==> config.mk <==
export PLATFORM = sky130hd
export DESIGN_NAME = cram_row_writer
export DESIGN_NICKNAME = d
export VERILOG_FILES = /design/src/rtl/cram_row_writer.sv
export SDC_FILE = /design/constraint.sdc
export NUM_CORES = 1
export LEC_CHECK = 0
export CAP_MARGIN = 20
export CORE_ASPECT_RATIO = 0.8
export CORE_MARGIN = 5
export CORE_UTILIZATION = 44
export CTS_BUF_LIST = sky130_fd_sc_hd__clkbuf_16
export DETAILED_ROUTE_END_ITERATION = 6
export GPL_TIMING_DRIVEN = 1
export PLACE_DENSITY = 0.76
export SYNTH_ARGS = -nofsm -noshare
export SYNTH_HDL_FRONTEND = slang
export SYNTH_SLANG_ARGS = --single-unit
==> constraint.sdc <==
create_clock -name CLK -period 1.6 [get_ports CLK]
set_input_delay 0.24 -clock CLK [delete_from_list [all_inputs] [get_ports CLK]]
set_output_delay 0.24 -clock CLK [all_outputs]
set_load 0.02 [all_outputs]
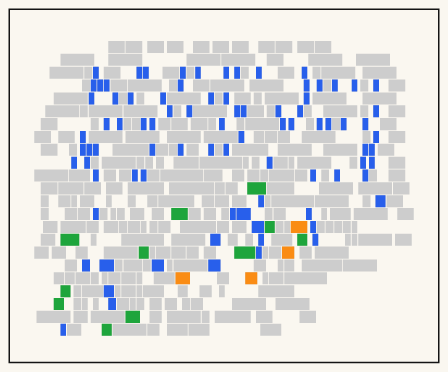
run_1/gates.png
green -> and/or cells  # cells 11
orange -> non-inverting ao/oa cells  # cells 4, most used a21o_1, where south
blue -> nand cells  # cells 85, most used nand2_1
Comb area share: 35.1%
Top cell excl fill/tap: nand2_1

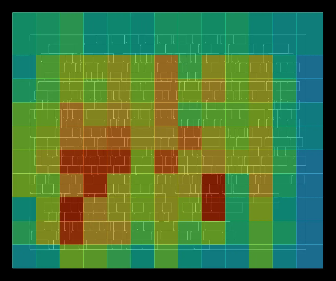
run_1/congestion_map.png
GRT met1 Usage: 24.8%
Finished Core Util: 67.5%

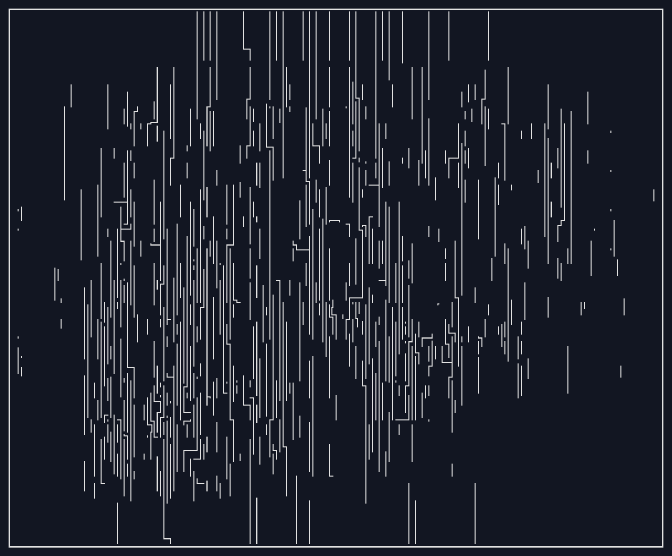
run_1/m2.png
share of all routed wire = 46%
longest straight run = 26.2 µm
nets with wire on the layer = 318
DR vias: 2292
met2 Use GR: 27.8%
Post-Route WL: 6190 µm

==> Slide: Implementation Results <==
Run Summary

Status
  • Status: finished clean

Clocking
  • Clock Tree Root: clkbuf_16
  • Sink Count: ~53
  • CTS Hold Bufs: 0
  • Clock Tree Buf Depth: 2
  • Clk Latency, worst-skew pair: between 0.2 and 0.3 ns
  • CTS H-tree depth: 2
  • CTS tree: yes
  • Clock slew at reported path FFs: around 0.070 ns
  • TritonCTS Buffers: 5

Synthesis
  • Count leader, synth: nand2_1
  • Largest type area fraction: 46.4%
  • Cell Type Count: approximately 45
  • # Cells Yosys: between 200 and 300
  • Asr flop ratio synth: 0%
  • Post-synth EDFFs: 0
  • Post-synth seq share: between 40% and 50%
  • Post-synth top flop: dfxtp_1
  • Yosys warning count: 0
  • Post-Syn Area: between 0.002 and 0.0025 mm²
  • Synth cell count leaders: nand2_1 (75), dfxtp_1 (53), a21oi_1 (47), nor2_1 (19), clkbuf_1 (13)
  • Synth area leader: dfxtp_1
  • Avg Inst Size Synth: 7.96 µm²
  • Largest cells by area after synthesis: dfxtp_1 (46%), nand2_1 (12%), a21oi_1 (10%)
  • Synth Instances: between 200 and 300
  • Net Count, Synth: 303
  • Synthesis area per yosys: 0.00229 mm²
  • Registers, synthesis: approximately 53

Critical path
  • Reg2Reg Depth: 5
  • Critical Path End Type: register
  • Slowest cell on crit path: or3_4
  • Delay-heaviest family, CP: simple AND/OR/NAND/NOR gates
  • Crit Path Max Fanout: 8
  • Worst Path Buf+Inv: 0
  • Arr. time, crit path: 1.79 ns
  • Worst path cell trace: and4bb_2, and4b_1, nor2_2, or3_4, a21oi_2
  • Critical Path Max Stage Delay: around 0.38 ns
  • Stages on the worst setup path: 5
  • Worst Setup Path Type: reg -> reg
  • Kind of start point of the critical path: register
  • Crit path required time: between 1.5 and 2 ns
  • Reg2reg setup slack: roughly 0.047 ns

GRT
  • Initial antenna violation count: 0
  • Pin count of the biggest net entering global routing: 33
  • First-pass GRT wire length: approximately 9800 µm
  • Gr usage total: between 10% and 20%
  • Vias in the first global route: 2051
  • GRT overflow: 0

Power and ir drop
  • Leakage: 0.00131 µW
  • Max VDD drop: between 0.5 and 0.6 mV
  • Pwr Total: roughly 2500 µW
  • Pwr Density: roughly 750 mW/mm²

Die
  • Initial Util: 45.4%
  • Die area: about 0.0067 mm²
  • Std cell rows: 23
  • Die Y: ~74 µm
  • Die Span X: about 91 µm
  • Core area: 0.00504 mm²
  • Ports: around 57

Route
  • Drt drc: 0
  • Post-route ant nets: 0
  • Starting DRT DRC Count: about 140
  • Drt pass-1 iters: 5
  • Wire per inst: around 14 µm
  • Vias/cell: between 5 and 6

Timing
  • Final Setup Violations: 0
  • Clock Skew: approximately 0.0027 ns
  • Hold Vio Cnt, Final: 0
  • Final Max Slew Viols: 0
  • Min Hold Slack: about 0.31 ns
  • Setup ws final: 0.0466 ns
  • Fmax: 644 MHz
  • Slew headroom: 66.1%
  • Slew @ Worst Pin: between 0.5 and 0.6 ns
  • Post-layout min period: 1.55 ns
  • Fin crit share: a little over nine tenths

Flow run
  • Tool warning count: 26
  • Max-cap violations: 0

Cells and area
  • Comb area: about 0.0012 mm²
  • Max reg flops: 32
  • Filler cell count: 412
  • Reg area: roughly 0.0011 mm²
  • Synth-to-Final Area Change: 48.7%
  • Final cell count without fillers: 436
  • Layout cells sized above 1: 21.1%
  • Fin nets: ~390
  • Ant diodes: 0

Place
  • Global placement routability congestion: roughly 0.84
  • Number of port buffers: approximately 56
  • Post-place setup slack: -0.503 ns
  • DP Cell Count: about 420
  • HPWL Detailed: ~4300 µm

Hold path
  • Worst min-delay path class: in -> reg
  • Hold Path Cell Cnt: 4
[run 1: metal layers]
layer	GRT usage [%]	part of all wire, %
met1	24.8	47
met2	27.8	46
met3	4.04	6.7
met4	4.13	0.55
met5	0	0
[run 1: cell usage in the layout, fill, tap and decap left out, drive strengths merged, types with 2 or more instances in the layout]
master	n
a21oi	48
clkdlybuf4s50	40
nor3	7
dlymetal6s2s	6
nand3b	3
dlygate4sd2	6
nand2b	2
o21bai	2
o32ai	2
nor2b	3
nand3	2
a31oi	2
or2	3
nand4b	2
o31ai	2
dfxtp	53
nand2	75
and3	3
clkbuf	7
o21ai	7
buf	39
inv	9
or3	2
ha	4
nor2	20
nor3b	2
a21o	2
[run 1: final cells by class]
type / count / share of cell area [%]
multi-input cells: 211 / 35.1
flip-flops and latches: 53 / 31.5
repair buffers: 94 / 25.9
clock buffers: 5 / 3.68
well taps: 62 / 2.28
inverters: 8 / 0.883
clock inverters: 3 / 0.626
[run 1: stage by stage]
stage / setup TNS, ns / cell area [µm²]
2_1_floorplan: 0 / 2290
3_3_place_gp: -6.47 / 3130
3_5_place_dp: -8.26 / 3130
4_1_cts: 0 / 3320
5_1_grt: -0.0568 / 3400
6_report: 0 / 3400
[run 1: kinds of logic (layout without fill, tap and decap cells)]
group           after synthesis  count (layout)  synth area share, %
simple gates                129             129                 26.4
compound gates               77              77                 20.7
flops                        53              53                 46.4
buf+inv                      23             110                 3.89
fa+ha+maj                     4               4                 2.19
xor+xnor                      1               1                0.383
[run 1: power breakdown]
part	internal [µW]	switching [µW]	total (µW)
clock	584	506	1090
sequential	1320	1.25	1320
combinational	68.0	69.3	137
[run 1: what timing repair did]
item | 4_1_cts | 5_1_grt
gates cloned | 0 | 1
endpoints found under the setup margin | 15 | 13
setup buffers | 4 | 1
gates resized | 12 | 35
pin swaps | 6 | 9
[run 1: worst register-to-register path, delay by kind of cell (launching register included)]
kind | cells | cell delay [ns]
flops | 1 | 0.37
compound gates | 1 | 0.12
simple gates | 4 | 1.01
Power and IR drop assume default switching activity.
